placed.png
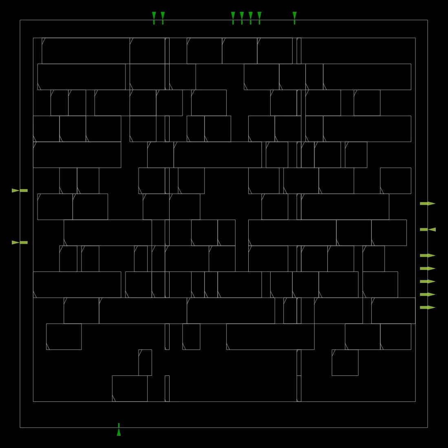
m3.png
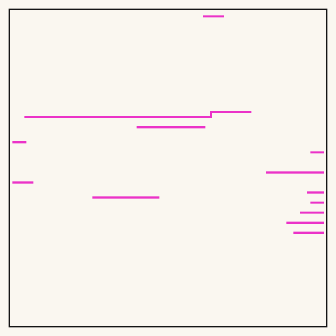
File: src/rtl/m_p_to_s.sv
// Parallel-to-serial transmitter: captures a WORD-bit word on start and shifts it out MSB first,
// then spends one cycle in DONE, where a new start is accepted so words can run back-to-back.
module m_p_to_s #(
    parameter int WORD = 8
) (
    input  logic            clk,
    input  logic            reset,
    input  logic            start,
    input  logic [WORD-1:0] parallel_d,
    output logic            serial_d,
    output logic            serial_valid,
    output logic            busy,
    output logic            done,
    // Debug view of the FSM: 0 = IDLE, 1 = SHIFT, 2 = DONE
    output logic [1:0]      state_dbg
);

    localparam int CW = ($clog2(WORD) < 1) ? 1 : $clog2(WORD);

    typedef enum logic [1:0] {
        S_IDLE  = 2'd0,
        S_SHIFT = 2'd1,
        S_DONE  = 2'd2
    } state_t;

    state_t          state, state_nxt;
    logic [WORD-1:0] shift_reg, shift_nxt;
    logic [CW-1:0]   cnt, cnt_nxt;

    // Outputs are decoded from the registers alone, so an asynchronous reset
    // clears them immediately, without waiting for a clock edge.
    always_ff @(posedge clk or posedge reset) begin
        if (reset) begin
            state     <= S_IDLE;
            shift_reg <= '0;
            cnt       <= '0;
        end else begin
            state     <= state_nxt;
            shift_reg <= shift_nxt;
            cnt       <= cnt_nxt;
        end
    end

    always_comb begin
        state_nxt    = state;
        shift_nxt    = shift_reg;
        cnt_nxt      = cnt;
        serial_d     = 1'b0;
        serial_valid = 1'b0;
        busy         = 1'b0;
        done         = 1'b0;
        case (state)
            S_IDLE, S_DONE: begin
                done = (state == S_DONE);
                if (start) begin
                    state_nxt = S_SHIFT;
                    shift_nxt = parallel_d;
                    cnt_nxt   = '0;
                end else begin
                    state_nxt = S_IDLE;
                end
            end
            S_SHIFT: begin
                serial_d     = shift_reg[WORD-1];
                serial_valid = 1'b1;
                busy         = 1'b1;
                shift_nxt    = {shift_reg[WORD-2:0], 1'b0};
                // Hold the counter on the final bit so it never wraps within a word.
                if (cnt == CW'(WORD - 1)) begin
                    state_nxt = S_DONE;
                end else begin
                    cnt_nxt = cnt + 1'b1;
                end
            end
            default: state_nxt = S_IDLE;
        endcase
    end

    assign state_dbg = state;

endmodule

File: config.mk
export PLATFORM = sky130hd
export DESIGN_NAME = m_p_to_s
export DESIGN_NICKNAME = d
export VERILOG_FILES = /design/src/rtl/m_p_to_s.sv
export SDC_FILE = /design/constraint.sdc
export NUM_CORES = 1
export LEC_CHECK = 0
export CORE_MARGIN = 1
export CORE_UTILIZATION = 45
export DETAILED_ROUTE_END_ITERATION = 12
export HOLD_SLACK_MARGIN = 0.15
export PLACE_DENSITY = 0.78
export SYNTH_ARGS = -nofsm -noshare
export SYNTH_HDL_FRONTEND = slang
export SYNTH_SLANG_ARGS = --single-unit
File: constraint.sdc
create_clock -name clk -period 2.13 [get_ports clk]
set_clock_uncertainty 0.2 [all_clocks]
set_input_delay 0.426 -clock clk [delete_from_list [all_inputs] [get_ports clk]]
set_output_delay 0.426 -clock clk [all_outputs]
set_load 0.01 [all_outputs]
==> job_summary.md <==
## PnR job results

| Metric | Value |
|---|---|
| Result of the run | `finished, final reports clean` |
| XOR/XNOR Area Share | `1.176%` |
| Number of diodes | `0` |
| Worst setup endpoint | `busy` |
| Nets | `106` |
| Wl on met1 | `629 um` |
| Worst setup SP type | `flop` |
| DP Worst Slack | `0.1421 ns` |
| Final Non-Filler Cells | `108` |
| Worst path buffer plus inverter count | `1` |
| Filler Cells Inserted | `131` |
| TritonCTS Sinks | `13` |
| Max clock buf depth | `2` |
| Detailed placement HPWL | `974.7 um` |
| Fin crit share | `96.09%` |
| Final Cell Area | `963.4 sq um` |
| Max reg flops | `8` |
| Max-cap violations | `0` |
| Bufs w/o clock | `23` |
| Clock network power | `152 uW` |
| Synth Seq Share | `43.70%` |
| Insertion delay to the later sink of the worst-skew pair | `0.28 ns` |
| Area of the mapped netlist | `744.5 sq um` |
| Crit-path cells | `nor2b_4, clkdlybuf4s50_1` |
| Number of I/O port buffers | `16` |
| Clock power share | `13.2%` |
| Most Crowded Layer GR | `met2` |
| Largest logic family | `simple AND/OR/NAND/NOR gates` |
| Peak VDD IR | `563.3 uV` |
| Cell Count Post-Placement | `101` |
| Flip-flops with a built-in enable | `0` |
| Met2 WL post-DR | `646 um` |
| Inverters, non-clock | `1` |
| Setup crit end kind | `output pin` |
| Chip height | `42.68 um` |
| H-tree depth | `1` |
| Slew Viols, Final | `0` |
| Global route overflow | `0` |
| Comb. pwr | `564 uW` |
| Crit. Startpoint | `state_dbg[1]` |
| Simple-Gate Area Share | `19.83%` |
| Met3 wire len | `79 um` |
| Worst hold path type | `in2async` |
| Yosys adder share | `3.361%` |
| Per-cell routed wire length | `12.69 um` |
| Yosys top cell by area | `dfrtp_1` |
| Yosys aoi share | `16.13%` |
| Final worst setup slack | `0.08331 ns` |
-- placed.png (at the start) --
count of flip-flops and latches: 13
flop share of the area: 33.77%
Final Core Density: 63.22%
Tapcells: 16

-- m3.png (at the start) --
wire length on this layer: 79.7 um
share of all routed wire: 5.8%
met3 track demand over resource: 7.660%
detailed-route via count: 609
Total Wirelength: 1370 um

Power is estimated from default activity; no workload was simulated.
